Run 1, clock network drawn from the DEF:
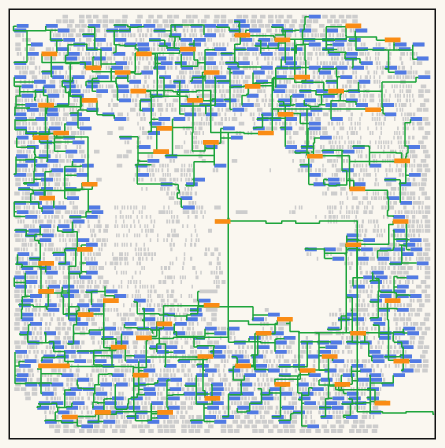
Run 1, signal wires by layer:
Two of the layers only.
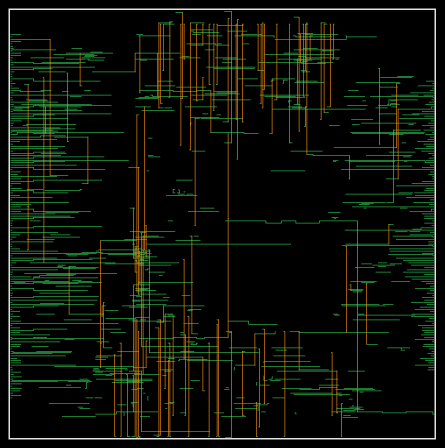
Run 1, ports around the boundary:
Pins as bars across the die edge, other pins in gray.
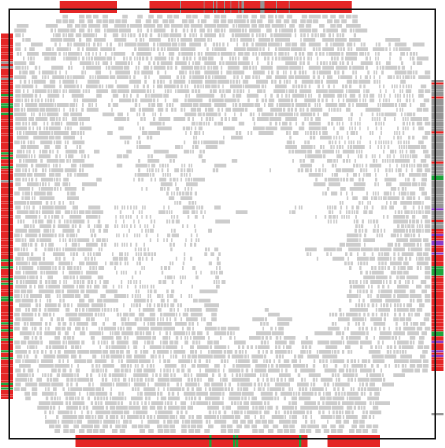
==> config.mk <==
export PLATFORM = sky130hd
export DESIGN_NAME = eu_insn_sequencer
export DESIGN_NICKNAME = d
export VERILOG_FILES = /design/src/rtl/eu_insn_sequencer.sv
export SDC_FILE = /design/constraint.sdc
export NUM_CORES = 1
export LEC_CHECK = 0
export ABC_AREA = 1
export CORE_AREA = 2 2 246 248
export CTS_BUF_LIST = sky130_fd_sc_hd__clkbuf_16
export DETAILED_ROUTE_END_ITERATION = 10
export DIE_AREA = 0 0 248 250
export MAX_ROUTING_LAYER = met4
export PLACE_DENSITY = 0.79
export SYNTH_ARGS = -nofsm -noshare
export SYNTH_HDL_FRONTEND = slang
export SYNTH_SLANG_ARGS = --single-unit
==> constraint.sdc <==
create_clock -name clk -period 5.22 [get_ports clk]
set_input_delay 0.783 -clock clk [delete_from_list [all_inputs] [get_ports clk]]
set_output_delay 0.783 -clock clk [all_outputs]
set_load 0.02 [all_outputs]
==> notes.md, run 1 <==
Synthesis and place-and-route results.

- The run finished with clean final reports.
- The area of the multi-input gates is roughly 11,000 sq um.
- The final report lists a non-filler cell total of 4,813.
- The hold violation count in the final report is 0.
- Across the VDD grid, the largest voltage drop is ~760 uV.
- On the critical path the largest part of the delay comes from buffers and inverters.
- Setup repair after global routing left no endpoint under its margin.
- Hold repair after CTS inserted 0 buffers.
- The tally of filler cells in the layout is between 5,000 and 6,000.
- The number of warnings reported in the yosys synthesis log is 0.
- The type of the setup path with the least slack is flop to output port.
- The minimum setup slack among reg-to-reg paths is 1.49 ns.
- The routed design could run at a clock period as short as between 3 and 4 ns.
- At the end of the flow, the number of nets in the layout was 4,022.
- Of all power groups, the one with the highest power is combinational logic.
- The tool flagged a number of max-cap violations equal to 0.
- The cell-internal power is 8.09 mW.
- Dividing the synthesized area by the synthesized cell count gives between 7 and 8 sq um.
- The kind of end point of the critical path is an output port.
- The depth of the worst register-to-register path is 13.
- The placement stage leaves a total instance area of approximately 31,000 sq um.
- The standard cell with the maximum stage delay on the critical path is sky130_fd_sc_hd__clkdlybuf4s50_1.
- The logic gate share of total power is 39.2%.
- The async set or reset register ratio after synthesis is 0%.
- The global routing met1 resource utilization is 41.4%.
- The depth of the worst hold-timing path is 2.
- The combinational logic power is 5.83 mW.
- The most critical hold endpoint after final layout shows a slack of 0.458 ns.
- The dominant kind of cell by area is registers.
- In the synthesis report, Yosys lists the chip area as 24,600 sq um.
- The maximum fanout encountered on the critical timing path is 49.
- In this design, the critical path's most frequently occurring cell is sky130_fd_sc_hd__nand2_1.
- The CTS buffer count is about 61.
- The met2 usage is 51.1%.
- The post-layout period usage of the worst path is a little under three quarters.
- The pin count of the biggest net entering global routing is between 200 and 250.
- Cells fill 55.8% of the core in the end.
- The wire length the detailed router placed on met1 is between 40,000 and 50,000 um.
- 12 antenna diodes ended up in the layout.
- The worst setup path is launched from a flop.
- For the final routed database, the setup TNS stands at 0 ns.
- According to the I/O placement log, the pin count is 627.
- The via count of the first global-routing pass is approximately 24,000.
About 'clock network drawn from the DEF':
[clock wires] green | length: 7,260 um
[cells driving clock nets] orange | count: 61
[flip-flops] blue | count: 586
flops lie: spread over the die
routed clock nets: 62
Setup Skew: 0.0203 ns
proportion of power drawn by the clock network: 29.5%
Clock Power: 4.38 mW
clock latency reported for the late side of the worst-skew pair: 0.65 ns

About 'signal wires by layer':
| layer | color | wire length |
|---|---|---|
| met4 | orange | 5,030 um |
| met3 | green | 9,710 um |
Total Routed Length: 105,000 um
global-route usage over all layers: 33.2%
average wire per cell in the routed design: 21.7 um
via count: 26,600

About 'ports around the boundary':
| port | color | pins | direction | edge |
|---|---|---|---|---|
| cmd_args | red | 512 | output | 176 bottom, 150 top, 133 left, 53 right |
| err_code | purple | 8 | output | right |
| insn_data | green | 32 | input | 20 left, 8 right, 4 bottom |
all pins by edge: 180 bottom, 164 top, 157 left, 126 right
count of port buffers added during placement: 626
overall die width: 248 um
chip height: 250 um

--- run 2 (diff from run 1) ---
- CORE_AREA: 2 2 246 248 -> 2 2 241 243
- DIE_AREA: 0 0 248 250 -> 0 0 243 245
- PLACE_DENSITY: 0.79 -> 0.82
- clock period: 5.22 -> 3.7 ns (I/O delays scaled with it)
Run 2, clock network drawn from the DEF:
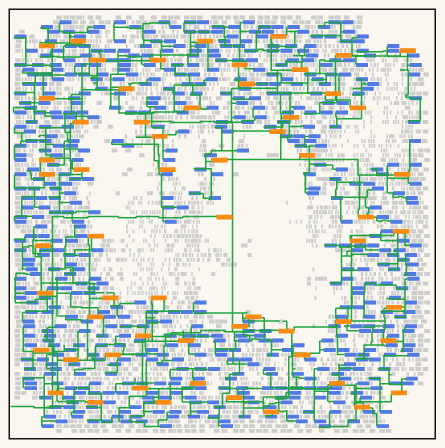
[cells driving clock nets] orange | count: 60
[clock wires] green | length: 7,030 um
[flip-flops] blue | count: 586
flops lie: spread over the die
routed clock nets: 61
Setup Skew: 0.0200 ns
clock latency reported for the late side of the worst-skew pair: 0.62 ns
proportion of power drawn by the clock network: 28.2%
Clock Power: 5.90 mW

==> run 2 against run 1 <==
Against the previous run:
- combinational power rose by 45%
- highest routed layer unchanged
- critical endpoint is now cmd_args[255]
- area after synthesis did not move
- largest cell class unchanged
- non-clock buffer count rose by 26
- via count rose by 0.84%
==> notes.md, run 2 <==
Synthesis and place-and-route results.

- The hold violation count in the final report is 0 (unchanged).
- The die outline width came to 243 um (-2.0%).
- The worst setup path is captured at a flop.
- The cell-internal power came to 11.4 mW (+41%).
- The logic gate share of total power is 40.5% (+1.3 points).
- The depth of the worst register-to-register path is 15 (+2).
- In the setup report, the worst path falls into the class flop to flop.
- The final period demand of the worst path is 3.29 ns.
- The summed negative setup slack over all endpoints is 0 ns (unchanged).
- The async set or reset register ratio after synthesis came to 0% (unchanged).
- The number of inserted diodes was 12 (unchanged).
- The post-layout period usage of the worst path is 88.9%.
- The detailed-route wire length came to 104,000 um (-0.73%).
- The element type at the critical path start is a flop.
- The depth of the worst hold-timing path is 2 (unchanged).
- The area of the multi-input gates is 11,100 sq um (about the same).
- The run finished with clean final reports.
- The total of hold buffers inserted after clock tree synthesis is 0 (unchanged).
- The number of nets in the layout came to 4,047 (+0.62%).
- The tally of filler cells in the layout is 5,235 (-6.9%).
- Setup repair after global routing left no endpoint under its margin.
- The final core utilization is 58.5% (+2.7 points).
- The global routing met1 resource utilization came to 41.0% (-0.47 points).
- The final cell count without fillers is 4,823 (+0.21%).
- The pin count of the biggest net entering global routing is 215 (-3.6%).
- The height of the die is 245 um (-2.0%).
- The most used cell along the critical path is sky130_fd_sc_hd__inv_1.
- The maximum VDD drop is 721 uV (-4.7%).
- The combinational logic power is 8.48 mW (+45%).
Power and IR drop assume default switching activity.
